Figure 1. Port wiring (run 1).
Drawn at 4 px/um.
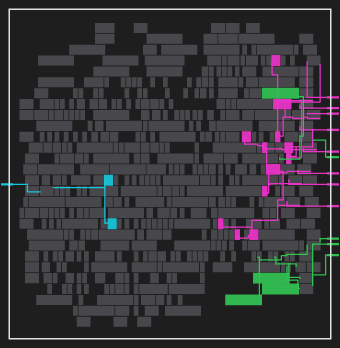
Figure 2. Zoomed window (run 1).
Region (50, 52) to (70, 72) um. Cells in gray, sequential cells in the stronger gray; small squares are vias.
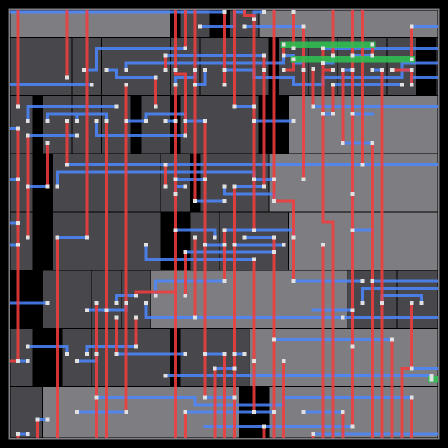
Figure 3. Clock routing (run 1).
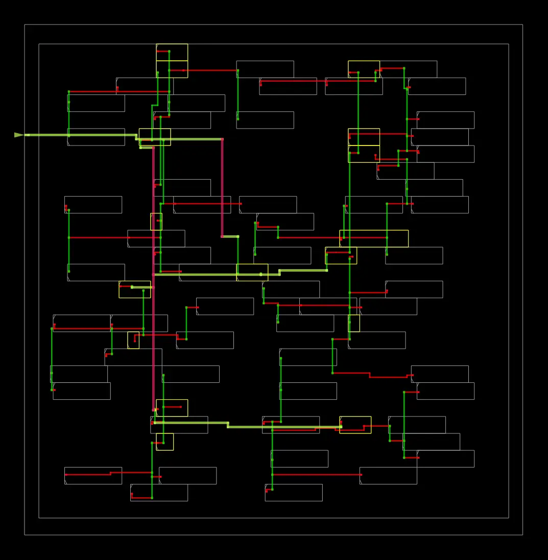
Figure 4. Signal wires on met2 (run 1).
Drawn at 4 px/um.
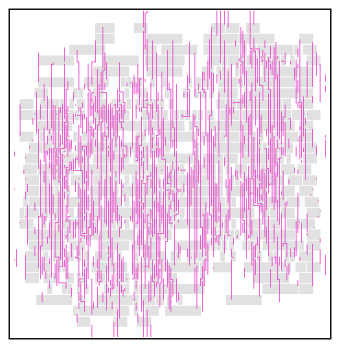
===== config.mk =====
export PLATFORM = sky130hd
export DESIGN_NAME = add_issue_stage
export DESIGN_NICKNAME = d
export VERILOG_FILES = /design/src/rtl/add_issue_stage.sv
export SDC_FILE = /design/constraint.sdc
export NUM_CORES = 1
export LEC_CHECK = 0
export ABC_AREA = 1
export ABC_CLOCK_PERIOD_IN_PS = 4950
export CAP_MARGIN = 20
export CORE_AREA = 2 2 78 80
export DETAILED_ROUTE_END_ITERATION = 10
export DIE_AREA = 0 0 80 82
export GPL_TIMING_DRIVEN = 0
export PLACE_DENSITY = 0.92
export SYNTH_ARGS = -nofsm -noshare
export SYNTH_HDL_FRONTEND = slang
export SYNTH_HIERARCHICAL = 1
export SYNTH_SLANG_ARGS = --single-unit

===== constraint.sdc =====
create_clock -name clk -period 4.95 [get_ports clk]
set_input_delay 0.99 -clock clk [delete_from_list [all_inputs] [get_ports clk]]
set_output_delay 0.99 -clock clk [all_outputs]
set_load 0.01 [all_outputs]

===== src/rtl/add_issue_stage.sv =====
// Generic synchronous FIFO with an extra pointer bit to tell full from empty.
// Latency: a pushed entry is visible at pop_dat the cycle after the push edge.
// Backpressure: push_rdy drops when full (no pop lookahead); pop_rdy is ignored when empty.
module sync_fifo #(
    parameter int DW    = 8,
    parameter int DEPTH = 2
) (
    input  logic          clk,
    input  logic          rst,
    input  logic          push_vld,
    output logic          push_rdy,
    input  logic [DW-1:0] push_dat,
    output logic          pop_vld,
    input  logic          pop_rdy,
    output logic [DW-1:0] pop_dat
);
    localparam int AW = $clog2(DEPTH);

    logic [AW:0]   wr_ptr_q, wr_ptr_d;
    logic [AW:0]   rd_ptr_q, rd_ptr_d;
    logic [DW-1:0] mem_q [DEPTH];
    logic [DW-1:0] mem_d [DEPTH];
    logic          full, empty;

    assign empty    = (wr_ptr_q == rd_ptr_q);
    assign full     = (wr_ptr_q[AW] != rd_ptr_q[AW]) &&
                      (wr_ptr_q[AW-1:0] == rd_ptr_q[AW-1:0]);
    assign push_rdy = !full;
    assign pop_vld  = !empty;
    assign pop_dat  = mem_q[rd_ptr_q[AW-1:0]];

    always_comb begin
        mem_d    = mem_q;
        wr_ptr_d = wr_ptr_q;
        rd_ptr_d = rd_ptr_q;
        if (push_vld && !full) begin
            mem_d[wr_ptr_q[AW-1:0]] = push_dat;
            wr_ptr_d                = wr_ptr_q + (AW+1)'(1);
        end
        if (pop_rdy && !empty) begin
            rd_ptr_d = rd_ptr_q + (AW+1)'(1);
        end
    end

    always_ff @(posedge clk or posedge rst) begin
        if (rst) begin
            wr_ptr_q <= '0;
            rd_ptr_q <= '0;
            mem_q    <= '{default: '0};
        end else begin
            wr_ptr_q <= wr_ptr_d;
            rd_ptr_q <= rd_ptr_d;
            mem_q    <= mem_d;
        end
    end
endmodule

// Issue/retire stage around an external adder: FIFO-buffered operands, registered sum + {V,N,Z,C}, running accumulator.
// Latency: 2 edges from input accept to out_valid when the output register is free; 1 result/cycle sustained.
// Backpressure: out_valid & !out_ready freezes the result and stalls the FIFO; in_ready = FIFO not full.
module add_issue_stage #(
    parameter int DEPTH = 2,
    parameter int WIDTH = 8
) (
    input  logic             clk,
    input  logic             rst,
    input  logic             in_valid,
    output logic             in_ready,
    input  logic [WIDTH-1:0] in_a,
    input  logic [WIDTH-1:0] in_b,
    input  logic             in_acc,
    input  logic             acc_clr,
    output logic [WIDTH-1:0] add_a,
    output logic [WIDTH-1:0] add_b,
    input  logic [WIDTH-1:0] add_sum,
    input  logic             add_carry,
    output logic             out_valid,
    input  logic             out_ready,
    output logic [WIDTH-1:0] out_sum,
    output logic [3:0]       out_flags,
    output logic [WIDTH-1:0] acc_q
);
    typedef struct packed {
        logic             acc;
        logic [WIDTH-1:0] a;
        logic [WIDTH-1:0] b;
    } entry_t;

    localparam int EW = $bits(entry_t);

    entry_t           in_ent, head;
    logic [EW-1:0]    head_dat;
    logic             head_vld;
    logic             xfer;
    logic             flag_v, flag_n, flag_z;

    logic             out_valid_q, out_valid_d;
    logic [WIDTH-1:0] out_sum_q, out_sum_d;
    logic [3:0]       out_flags_q, out_flags_d;
    logic [WIDTH-1:0] acc_d;

    assign in_ent = '{acc: in_acc, a: in_a, b: in_b};
    assign head   = entry_t'(head_dat);

    sync_fifo #(.DW(EW), .DEPTH(DEPTH)) u_fifo (
        .clk      (clk),
        .rst      (rst),
        .push_vld (in_valid),
        .push_rdy (in_ready),
        .push_dat (in_ent),
        .pop_vld  (head_vld),
        .pop_rdy  (xfer),
        .pop_dat  (head_dat)
    );

    // Accumulator substitution happens at issue, so chained ops see the sum of the previous transfer.
    assign add_a = !head_vld ? '0 : (head.acc ? acc_q : head.a);
    assign add_b = head_vld ? head.b : '0;

    assign xfer   = head_vld && (!out_valid_q || out_ready);
    assign flag_v = (add_a[WIDTH-1] == add_b[WIDTH-1]) && (add_sum[WIDTH-1] != add_a[WIDTH-1]);
    assign flag_n = add_sum[WIDTH-1];
    assign flag_z = (add_sum == '0);

    always_comb begin
        out_valid_d = out_valid_q;
        out_sum_d   = out_sum_q;
        out_flags_d = out_flags_q;
        acc_d       = acc_q;
        if (xfer) begin
            out_valid_d = 1'b1;
            out_sum_d   = add_sum;
            out_flags_d = {flag_v, flag_n, flag_z, add_carry};
            acc_d       = add_sum;
        end else if (out_ready) begin
            out_valid_d = 1'b0;
        end
        // Clear overrides the transfer's accumulator update.
        if (acc_clr) begin
            acc_d = '0;
        end
    end

    always_ff @(posedge clk or posedge rst) begin
        if (rst) begin
            out_valid_q <= 1'b0;
            out_sum_q   <= '0;
            out_flags_q <= '0;
            acc_q       <= '0;
        end else begin
            out_valid_q <= out_valid_d;
            out_sum_q   <= out_sum_d;
            out_flags_q <= out_flags_d;
            acc_q       <= acc_d;
        end
    end

    assign out_valid = out_valid_q;
    assign out_sum   = out_sum_q;
    assign out_flags = out_flags_q;
endmodule


==> flow_summary.yaml, run 1 <==
# flow metrics
critical_path:
  rrSetupSlack_ns: 2.87
  startpoint_type: "flip-flop"
  startpoint: "u_fifo/rd_ptr_q[0]"
  cp_slowest_cell: "clkdlybuf4s50_1"
  cp.depth: 10
  worst_path_largest_cell_delay_ns: 0.53
  path_buffers: 6
  path_delay_family: "buffers and inverters"
  r2r_cells: 12
  worstPathMaxFanout: 10
  worstPathRequired_ns: 3.96
  worstSetupPathType: "reg -> out"
  path_cells: "buf_1, buf_2, nand2_1, nand2_1, buf_4, inv_4, nand2_1, nand3_1, inv_1, clkdlybuf4s50_1"
  r2r_start: "u_fifo/rd_ptr_q[0]"
  endpoint: "add_a[7]"
  r2r-end: "out_flags[3]"
cts:
  root_buffer: "clkbuf_8"
  cts_buffers: 9
  post_cts.repair.setup_buffers: 0
  clock-sinks: 58
  cts_tree: "done"
  cts_resized: 0
  cts.path.max_buffers: 2
  htreeDepth: 3
sta:
  hold_viol_final: 0
  fin_crit_sh: 0.743
  fin_skew_ns: 0.00582
  rsz0062_at_grt: "false"
  fmax_mhz: 272
  min_period_ns: 3.68
  final_max_slew_viol_count: 0
  setup_viol: 0
  whs_ns: 0.469
  finalSetupTns_ns: 0
hold_path:
  hold_class: "reg -> reg"
  holdPathEnd: "u_fifo/mem_q[1]"
  hold_start: "u_fifo/mem_q[1]"
  holdPathStages: 2
floorplanning:
  core_area_um2: 5750
  die_w_um: 80
  die_area_um2: 6560
  die_h_um: 82
synthesis:
  largest_area_cell: "dfrtp_1"
  synth_warnings: 6
  ys.flop_type: "dfrtp_1"
  ys_area_um2: 3000
  avgSynthCellArea_um2: 7.98
  async_reset_ff_frac: 1.00
  ys_seq_share: 0.484
  ys.flops: 58
  synth_area_um2: 3000
  ys_cells: 376
  synthesis.nets: 407
  synth-edff-count: 0
  topCellsByArea: "dfrtp_1 48%, nand2_1 23%, nand4_1 7.5%"
  yosysTopAreaCellShare: 0.484
finish:
  antenna_cells: 0
  layout-drive-gt1-share: 0.133
  logic_area_um2: 1250
  finalCoreUtilization: 0.695
  fin_nets: 486
  final-seq-area_um2: 1450
  area_delta_synth_final_pct: 33.2
pwr:
  ir_worst_vdd_mv: 0.443
  p_per_area_nw_per_um2: 747
outcome:
  status: "finished, final reports clean"
route:
  drt_first_pass_iters: 4
  ant_nets: 0
  wire_per_inst_um: 14.4
  via_per_inst: 5.29
  drtIter0Drc: 162
global_route:
  grt_pass1_wl_mm: 12.7
  antenna_found_initial: 0
  grt_overflow: 0
job:
  warning_count: 26
  drv_cap: 0
placement:
  place.gp.congestion: 0.840
Notes on Figure 1 above:
color	port	direction	edge	end cells	buffers	wire
green	`out_flags`	output	right	4	4	106 um
magenta	`add_sum`	input	right	14	8	277 um
cyan	`in_acc`	input	left	2	1	33.7 um
port bufs: 67
I/O Pins: 69

Notes on Figure 2 above:
color	layer
green	met3
blue	met1
red	met2
cells with their middle in the window	40
sequential cells in the window	7
most frequent	nand2_1 (8), nor2_1 (8), dfrtp_1 (7)
netlist names of flops here include	`out_sum` (4), `acc_q` (2)

Notes on Figure 3 above:
clkbuf count: 11
Clock Latency Late Sink: 0.34 ns
Clk power: 0.000445 W

Notes on Figure 4 above:
nets with wire on the layer	381
share of all routed wire	52%
longest straight run	33.7 um
wire length on this layer	3960 um
via count: 2829
Routed WL: 7.69 mm
GR Util met2: 0.458

[run 1: final cells by class]
| class | count | share of cell area |
|---|---|---|
| well taps | 75 | 0.0235 |
| inverters | 21 | 0.0207 |
| multi-input cells | 273 | 0.313 |
| plain buffers | 24 | 0.0536 |
| clock inverters | 5 | 0.0132 |
| repair buffers | 68 | 0.175 |
| clock buffers | 11 | 0.0379 |
| flip-flops and latches | 58 | 0.363 |
[run 1: cells by family after synthesis]
kind of cell	Yosys count	synth area share
buf+inv	45	0.0989
flops	58	0.484
simple gates	256	0.379
xor+xnor	1	0.00292
compound gates	16	0.0355
[run 1: layer usage]
| metal | vias up | track usage | share of wire |
|---|---|---|---|
| li1 | 1354 | - | - |
| met1 | 1352 | 0.302 | 0.41 |
| met2 | 117 | 0.458 | 0.52 |
| met3 | 6 | 0.0538 | 0.065 |
| met4 | 0 | 0.0898 | 0.0074 |
| met5 | - | 0 | 0 |
[run 1: synth_stat cells, types with 2 or more instances]
cell type	count
nand4_1	36
inv_1	17
nor2_1	20
buf_2	8
nand3_1	5
nand2_2	8
nand2_1	182
buf_4	4
nand2_4	2
buf_12	4
nand3_4	2
a21oi_2	7
inv_2	2
dfrtp_1	58
buf_6	3
buf_1	3
o21ai_0	7
[run 1: power by group]
group / internal (W) / total (W) / switching (W)
Combinational: 0.000776 / 0.00172 / 0.000941
Clock: 0.000257 / 0.000445 / 0.000188
Sequential: 0.000690 / 0.000823 / 0.000133
Total: 0.00172 / 0.00298 / 0.00126
[run 1: state kept, by name (all words and copies together), names as in the netlist]
name and cells:
out_sum 7, acc_q 8, out_flags 4, u_fifo/rd_ptr_q 2, u_fifo/mem_q 34, u_fifo/wr_ptr_q 2, out_valid 1
[run 1: cell usage in the layout (no fill, tap or decap)]
| cell type | synthesis | final |
|---|---|---|
| nand3_1 | 5 | 5 |
| nand2_1 | 182 | 182 |
| clkinv_2 | 1 | 4 |
| buf_1 | 3 | 3 |
| nand2_8 | 1 | 1 |
| buf_4 | 4 | 4 |
| inv_2 | 2 | 2 |
| bufinv_16 | 0 | 1 |
| buf_6 | 3 | 3 |
| dfrtp_1 | 58 | 58 |
| nand4_1 | 36 | 36 |
| buf_16 | 0 | 1 |
| clkdlybuf4s50_1 | 0 | 67 |
| o21ai_1 | 1 | 1 |
| clkbuf_8 | 0 | 11 |
| nor2_1 | 20 | 20 |
| nand2_4 | 2 | 2 |
| a21oi_2 | 7 | 7 |
| clkbuf_1 | 1 | 1 |
| o21ai_0 | 7 | 7 |
| xor2_1 | 1 | 1 |
| buf_12 | 4 | 4 |
| a21oi_1 | 1 | 1 |
| buf_8 | 1 | 1 |
| buf_2 | 8 | 8 |
| nand2_2 | 8 | 8 |
| clkinvlp_4 | 0 | 1 |
| inv_1 | 17 | 17 |
| nand3_4 | 2 | 2 |
| inv_4 | 1 | 1 |
[run 1: through the flow]
stage	power [W]	std cells	cell area, um2	setup slack, ns
after floorplan	0.00186	376	3000	2.56
after global placement	0.00246	518	3760	1.73
after detailed placement	0.00253	519	3790	1.69
after CTS	0.00299	535	4000	1.31
after global routing	0.00321	535	4000	1.13
final	0.00298	535	4000	1.27
==> run 1 -> run 2 <==
--- a/config.mk
+++ b/config.mk
@@ -6,13 +6,13 @@
 export NUM_CORES = 1
 export LEC_CHECK = 0
 export ABC_AREA = 1
-export ABC_CLOCK_PERIOD_IN_PS = 4950
+export ABC_CLOCK_PERIOD_IN_PS = 3200
 export CAP_MARGIN = 20
-export CORE_AREA = 2 2 78 80
+export CORE_AREA = 2 2 85 87
 export DETAILED_ROUTE_END_ITERATION = 10
-export DIE_AREA = 0 0 80 82
+export DIE_AREA = 0 0 87 89
 export GPL_TIMING_DRIVEN = 0
-export PLACE_DENSITY = 0.92
+export PLACE_DENSITY = 0.83
 export SYNTH_ARGS = -nofsm -noshare
 export SYNTH_HDL_FRONTEND = slang
 export SYNTH_HIERARCHICAL = 1
==> constraint.sdc (replaced) <==
create_clock -name clk -period 3.2 [get_ports clk]
set_input_delay 0.64 -clock clk [delete_from_list [all_inputs] [get_ports clk]]
set_output_delay 0.64 -clock clk [all_outputs]
set_load 0.01 [all_outputs]
Figure 5. Signal wires on met2 (run 2).
Drawn at 4 px/um.
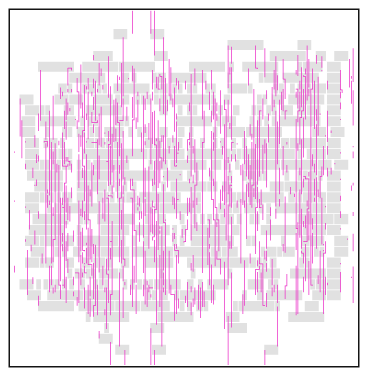
wire length on this layer	3490 um
longest straight run	49.0 um
main direction	vertical
nets with wire on the layer	369
share of all routed wire	46%
via count: 2694
GR Util met2: 0.341

Figure 6. Clock routing (run 2).
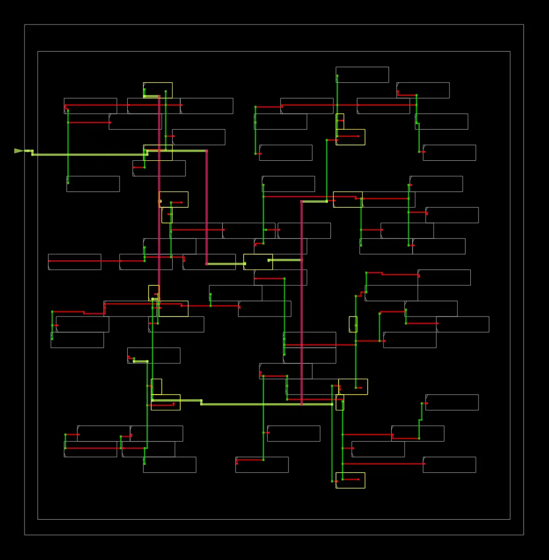
Clk power: 0.000573 W
clkbuf count: 13
clk_skew: 0.00741 ns
sequential cells: 58
CTS Buf Count: 9

==> run 2 against run 1 <==
- sequential power up 54%
- register-to-register slack got worse by 1.4 ns
- cell count grew 0.56%
- non-clock buffer count down 2
- area after synthesis unchanged
- first-iteration DRC count is 1.9% higher
- highest routed layer unchanged
==> flow_summary.yaml, run 2 <==
# flow metrics
sta:
  finalSetupTns_ns: 0
  hold_viol_final: 0
  rsz0062_at_grt: "false"
  fin_crit_sh: 0.938
  setup_viol: 0
  fmax_mhz: 333
  maxSlewHeadroom: 0.471
  final_max_slew_viol_count: 0
  min_period_ns: 3.00
  setup_slack_ns: 0.200
  worst_pin_slew_ns: 0.792
pwr:
  total_power_w: 0.00447
  leakage_nw: 2.04
  ir_worst_vdd_mv: 0.449
  p_per_area_nw_per_um2: 1140
route:
  drt_first_pass_iters: 4
  remaining_drc_errors: 0
  drtIter0Drc: 165
  wire_per_inst_um: 14.0
  routed_wl_mm: 7.54
  ant_nets: 0
  via_per_inst: 5.01
global_route:
  grt_pass1_vias: 2666
  antenna_found_initial: 0
  grt_max_degree: 39
  grt_overflow: 0
  grtUsageTotal: 0.212
  grt_pass1_wl_mm: 12.8
critical_path:
  worstSetupPathType: "reg -> out"
  startpoint: "u_fifo/wr_ptr_q[0]"
  startpoint_type: "flip-flop"
  worstPathMaxFanout: 10
  cp_slowest_cell: "clkdlybuf4s50_1"
  cp_data_arrival_time_ns: 2.36
  rrSetupSlack_ns: 1.44
  r2r_start: "u_fifo/wr_ptr_q[0]"
  path_cells: "inv_2, nand2_2, nand2_4, nand3_1, buf_6, clkbuf_4, o21ai_0, nor2_1, clkdlybuf4s50_1"
  worst_path_largest_cell_delay_ns: 0.55
  worstSetupEndpointType: "primary output"
  r2r-end: "u_fifo/rd_ptr_q[0]"
  worstPathRequired_ns: 2.56
  r2r_cells: 11
finish:
  lay_top_count: "nand2_1"
  layout-drive-gt1-share: 0.131
  logic_area_um2: 1250
  area_delta_synth_final_pct: 31.2
  nFillCells: 604
  top_register: "u_fifo/mem_q"
  layout.cells.most_common_list: "182 x nand2_1, 67 x clkdlybuf4s50_1, 57 x dfrtp_1, 36 x nand4_1, 20 x nor2_1"
  fin_area_um2: 3940
  final-seq-area_um2: 1450
  largest_reg_flops: 34
  antenna_cells: 0
  fin_nets: 484
synthesis:
  largest_area_cell: "dfrtp_1"
  netlist_instances: 376
  netlist_top_cells_count: "182 x nand2_1, 58 x dfrtp_1, 36 x nand4_1"
  ys_seq_share: 0.484
  synthesis.nets: 407
  ys.flops: 58
  avgSynthCellArea_um2: 7.98
  synth_warnings: 6
  ys_cells: 376
  async_reset_ff_frac: 1.00
  most_common_cell: "nand2_1"
  synth-edff-count: 0
  synth_area_um2: 3000
  ys.flop_type: "dfrtp_1"
  ys_area_um2: 3000
  ys_types: 25
  yosysTopAreaCellShare: 0.484
  topCellsByArea: "dfrtp_1 48%, nand2_1 23%, nand4_1 7.5%"
cts:
  cts_tree: "done"
  post_cts.repair.setup_buffers: 0
  clock-sinks: 58
  cts.path.max_buffers: 2
  root_buffer: "clkbuf_8"
  path_clk_slew_ns: 0.06
  clk_latency_ns: 0.34
  htreeDepth: 3
placement:
  post-dp-hpwl_mm: 5.47
  pre_cts_slack_ns: 0.322
  place.gp.congestion: 0.841
  dpl_cell_area_um2: 3770
  place.port_buffers: 67
floorplanning:
  io_pins: 69
  core_area_um2: 6720
  die_h_um: 89
  initCoreUtil: 0.446
  die_area_um2: 7740
  die_w_um: 87
  rows: 30
outcome:
  status: "finished, final reports clean"
hold_path:
  holdPathEnd: "u_fifo/mem_q[9]"
  hold_class: "reg -> reg"
  holdPathStages: 2
  hold_start: "u_fifo/mem_q[9]"
job:
  warning_count: 26
  drv_cap: 0
Figure 7. Port wiring (run 2).
Drawn at 4 px/um.
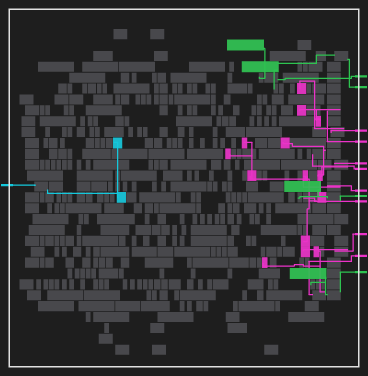
color	port	direction	edge	end cells	buffers	wire
magenta	`add_sum`	input	right	14	8	276 um
cyan	`in_acc`	input	left	2	1	39.1 um
green	`out_flags`	output	right	4	4	94.9 um

[run 2: worst max path at each step]
stage                           to  depth (start not counted)
after floorplan           add_a[7]                          9
after global placement    add_a[7]                         10
after detailed placement  add_a[7]                         10
after CTS                 add_a[5]                          9
after global routing      add_a[5]                          9
final                     add_a[4]                          9
[run 2: cell families after synthesis]
| logic type | synth area share |
|---|---|
| buffers and inverters | 0.0989 |
| AND-OR/OR-AND | 0.0355 |
| AND/OR/NAND/NOR | 0.379 |
| XOR/XNOR | 0.00292 |
| flip-flops | 0.484 |
[run 2: through the flow]
step | instances | hold WS (ns) | utilization
finish | 538 | 0.471 | 0.586
global route | 538 | 0.490 | 0.586
CTS | 539 | 0.473 | 0.586
detailed placement | 523 | 0.458 | 0.561
global placement | 523 | 0.453 | 0.561
floorplan | 376 | 0.442 | -
[run 2: timing repair]
action,CTS,global route
endpoints found under the hold margin,0,0
endpoints found under the setup margin,4,4
resized,1,3
hold buffers,0,0
[run 2: final cells by class]
class,instances,share of cell area
flip-flops and latches,58,0.369
clock inverters,3,0.00382
repair buffers,67,0.170
plain buffers,23,0.0544
inverters,21,0.0210
multi-input cells,273,0.318
well taps,80,0.0254
clock buffers,13,0.0378
[run 2: report_power, final]
| part | total [W] | switching [W] | internal, W |
|---|---|---|---|
| clock | 0.000573 | 0.000274 | 0.000299 |
| sequential | 0.00127 | 0.000201 | 0.00107 |
| combinational | 0.00263 | 0.00143 | 0.00120 |
| total | 0.00447 | 0.00191 | 0.00257 |
[run 2: worst max-delay path, delay by kind of cell, from the launching register on]
kind                   cells  cell delay [ns]
DFF                        1             0.41
and+or+nand+nor            4             0.45
buffers and inverters      4             1.04
AOI/OAI and AO/OA          1             0.12
[run 2: metal layers]
layer / wire length, um / global-route usage / part of all wire
met1: 3310 / 0.282 / 0.44
met2: 3490 / 0.341 / 0.46
met3: 627 / 0.0342 / 0.083
met4: 108 / 0.0980 / 0.014
met5: 0 / 0 / 0
Power figures rest on the tool's default switching activity, not on a simulated workload.
